### Clock distribution

Scale: 4 px per um.
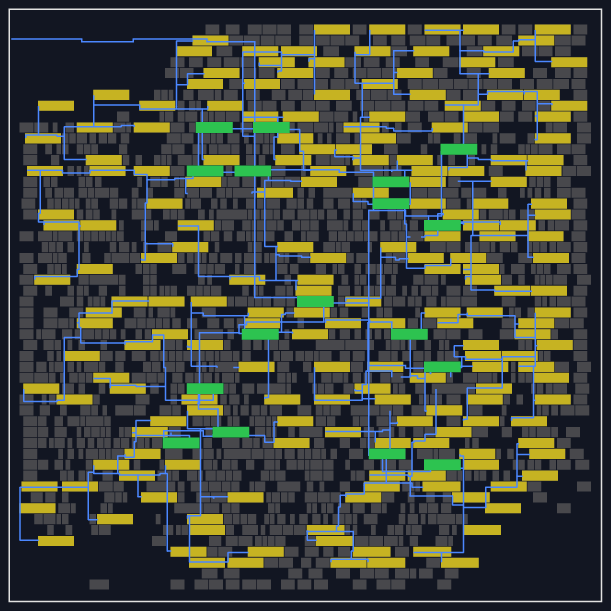
### Placement view

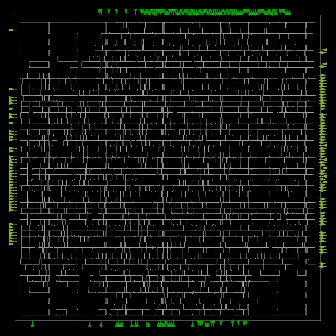
### Metal layers overlaid

Scale: 2 px per um. Only two layers are drawn.
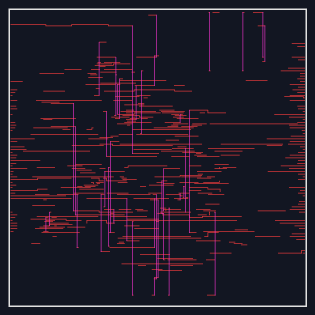
### Power grid

Scale: 2 px per um. Pins as bars on the die edge.
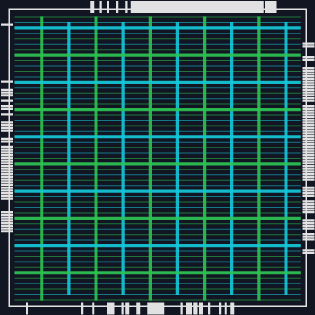
### Placement by cell class

Scale: 2 px per um. Fill, decap, tap and diode cells in grey.
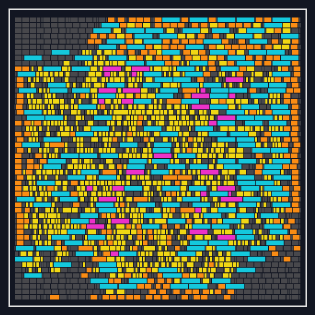
Design mem_copy_initiator, sky130hd; sources not shown.
==> results.txt <==
Status on the layout run. Shortest clock period the worst path allows after layout landed at roughly 2500 ps. After synthesis, the mean cell area works out to 9.07 sq um. The first global-routing pass estimated approximately 54000 um of wire. The cell-mix breakdown from Yosys lists the XOR/XNOR area share as 1.55%.

The arrival time of data at the worst endpoint is listed as 2870 ps. TritonCTS built the clock tree. In this run the tools logged warnings totalling 27. The worst hold path belongs to the class in2async. The H-tree generated during clock tree synthesis spans 4 levels.

After synthesis, flip-flops and latches occupy 46.3% of the total area. The synthesized netlist devotes just under 20% of its cell area to simple gates. The tree is rooted in a clkbuf_16. Across all checked pins, the minimum headroom to the slew limit is a little over a third. Setup repair after global routing left no endpoint under its margin.

Weighted congestion at the end of routability-driven global placement landed at 0.962. Yosys reports that the most numerous cell types are 188 x dfrtp_1, 115 x nand2_1, 102 x o21ai_0, 97 x a21oi_1, 78 x nor2_1. Port buffering added about 220 buffers.

Maximum clock rate landed at approximately 400 MHz. Per report_power, the sequential group accounts for between 30% and 40% of the total. Floorplan die area landed at about 22000 sq um.

Area fraction in mux cells landed at around 6.2%. Post-synth design cell area landed at 10700 sq um. The most used flip-flop cell after synthesis is dfrtp_1.

Maximum number of buffers from clock root to sink landed at 2. Worst hold-check slack landed at about 150 ps. Cell area reported after detailed placement landed at ~14000 sq um. The most frequently used library cell after synthesis is dfrtp_1. CTS sink count landed at around 200. The synthesized design spends more area on one cell type than any other, namely dfrtp_1. For reference, the final report shows the max-slew violation count at 0.

Synthesized chip area reported by yosys landed at 10700 sq um. Ratio of cells with drive above 1 in the final layout landed at approximately an eighth. For this run, the post-layout net count is about 1500. Among the non-sequential cells, AND-OR/OR-AND gates take the most area. The synthesis report gives the async set-or-reset register share as 100%.

Static leakage power landed at 5.56 nW. Buffers added to address setup during post-CTS repair amount to 0. Number of enable flip-flop cells landed at 0. The flow reported a cell area power density of 1280 nW/um^2.

After legalization and detailed placement, the total HPWL measured around 24000 um. STA classifies the critical path startpoint as a flop. The run finished with clean final reports. The report shows a maximum critical-path fanout of just over 90. Number of global-route vias before repair landed at about 10000. OpenROAD reports that the post-layout worst path occupies between 90 and 100% of the period. After Yosys synthesis, AND-OR and OR-AND compound gates account for between 20% and 30% of the synthesized area. Required time at the endpoint of the critical path landed at between 3000 and 4000 ps. Number of DRC violations after detailed-routing iteration 0 landed at about 1500. Once the floorplan was initialized, standard cells occupied 53.1% of the core.

The count of nets left with antenna violations once routing finished came out at 0. Count of final setup violators landed at 0. Yosys warning tally landed at 0. Ranked by total cell area, the synthesized netlist is headed by dfrtp_1 44%, mux2_2 4.9%, o21ai_0 4.8%.

Number of nets in the synthesized netlist landed at around 1300. The net switching power in the latest report is about 9 mW. Per the detail_route report, vias per standard cell equal 6.36. Per the synthesis report, the number of distinct cell types is 75. Number of buffers inserted during clock tree synthesis landed at 17.

Number of ports placed on the die boundary landed at approximately 220. The area fraction of the largest cell type after synthesis is a little over two fifths. First-pass iteration count of the detailed router landed at 7. STA classifies the critical path endpoint as a flop. The area growth from synthesis to layout is 31.8%. Worst-case reg-to-reg path depth landed at 5. Number of hold-repair buffers added at the cts stage landed at 0.

Proportion of power drawn by combinational gates landed at between 50% and 60%. Counting endpoints that fail hold in the final report gives 0. After global routing the overflow that remains totals 0. The routed layout has ~11000 vias. After clock tree synthesis, the repair step resized 0 gates.
Notes on 'Clock distribution' above:
legend:
  flip-flops:
    colour: yellow
    count: 198
  clock-net drivers:
    colour: green
    count: 17
  clock wires:
    colour: blue
    length: 2370 um
flops lie: spread over the die
routed clock nets: 18
clock share of power: 14.1%
clock network latency to the later pin of the worst-skew pair: 440 ps
clk pwr: 2.55 mW
final clock skew: 11.3 ps

Notes on 'Placement view' above:
fill cell count: 1519
placeable core region: 20200 sq um
register share of the cell area: 35.1%
num sequential: 198
row cnt: 52

Notes on 'Metal layers overlaid' above:
legend:
  M4:
    colour: magenta
    wire_length: 1060 um
  M3:
    colour: red
    wire_length: 3240 um
routed length per instance: 20.1 um
final wirelength: 33700 um

Notes on 'Power grid' above:
legend:
  VSS:
    colour: green
  VDD:
    colour: cyan
met4 straps: 10
rows: 52
met5 straps: 10
die height: 148 um
worst-case vdd ir drop: 0.566 mV
Die Span X: 148 um

Notes on 'Placement by cell class' above:
legend:
  remaining buffers and delay cells:
    colour: orange
    cells: 288
  remaining logic cells:
    colour: yellow
    cells: 889
  registers:
    colour: cyan
    cells: 198
  clock drivers and dummy loads:
    colour: magenta
    cells: 32
final core area utilization: 70.0%
final non-filler cell area: 14200 sq um

## logic make-up (layout without fill, tap and decap cells)
logic type | Yosys count | after routing
AND/OR/NAND/NOR | 414 | 415
AND-OR/OR-AND | 363 | 363
adder cells (fa/ha/maj) | 5 | 5
multiplexers | 61 | 61
flip-flops | 198 | 198
buffers and inverters | 124 | 346
XOR/XNOR | 19 | 19
## worst max-delay path, cell delays in order, from the launching register on
cell and delay, ps:
dfrtp_1 470, or3b_2 250, buf_4 720, or3_1 310, nand2_1 230, o32a_2 440
## metal layers
layer | routed length (um) | GRT usage (%) | vias to the layer above
met5 | 0 | 0 | -
met3 | 3240 | 5.90 | 84
met1 | 13600 | 43.8 | 5095
met2 | 15800 | 48.4 | 634
li1 | - | - | 4850
met4 | 1060 | 10.9 | 0
## cell usage in the layout, fill, tap and decap left out, drive strengths merged, types with 4 or more instances in the layout
cell,netlist,routed
o211ai,4,4
and4,7,7
or4,10,10
o21ai,103,103
a31oi,17,17
nor4,18,18
o32a,7,7
nand2,115,115
a221o,7,7
xnor2,12,12
a222oi,12,12
a22oi,14,14
o31ai,14,14
clkbuf,71,18
a211oi,5,5
nand3,77,77
o22ai,27,27
buf,27,65
ha,5,5
nor3b,5,5
a21oi,97,97
and3,8,8
o21a,4,4
nand4,32,32
o22a,15,15
xor2,7,7
mux2i,14,14
dfstp,10,10
inv,24,30
nor2,79,79
or3,10,10
clkinv,2,8
a2bb2oi,9,9
or2,4,4
mux2,47,47
nor3,31,32
dfrtp,188,188
clkdlybuf4s50,0,222
## through the flow
| stage | std cells | utilization [%] | total power, mW | TNS [ps] | setup WS [ps] |
|---|---|---|---|---|---|
| floorplan | 1184 | - | 11.8 | 0 | 393 |
| global placement | 1644 | 67.0 | 15.2 | -5270 | -255 |
| detailed placement | 1644 | 67.0 | 15.4 | -5000 | -251 |
| CTS | 1676 | 69.9 | 18.0 | 0 | 155 |
| global route | 1677 | 70.0 | 19.1 | 0 | 48.1 |
| finish | 1677 | 70.0 | 18.1 | 0 | 185 |
## layout make-up
type                       instances  area [sq um]
fill                            1519          6080
multi-input combinational        863          5310
sequential                       198          4970
timing repair buffer             288          2850
clock buffer                      17           425
tap                              270           338
clock inverter                    15           166
inverter                          26          97.6
## power by group through the flow
stage                     Combinational, mW  Clock, mW  Sequential (mW)
after floorplan                        4.05          0             7.79
after global placement                 9.46          0             5.72
after CTS                              9.71       2.58             5.75
after global routing                   10.4       2.69             6.00
after detailed placement               9.65          0             5.80
final                                  9.78       2.55             5.81
Power and IR drop assume default switching activity.
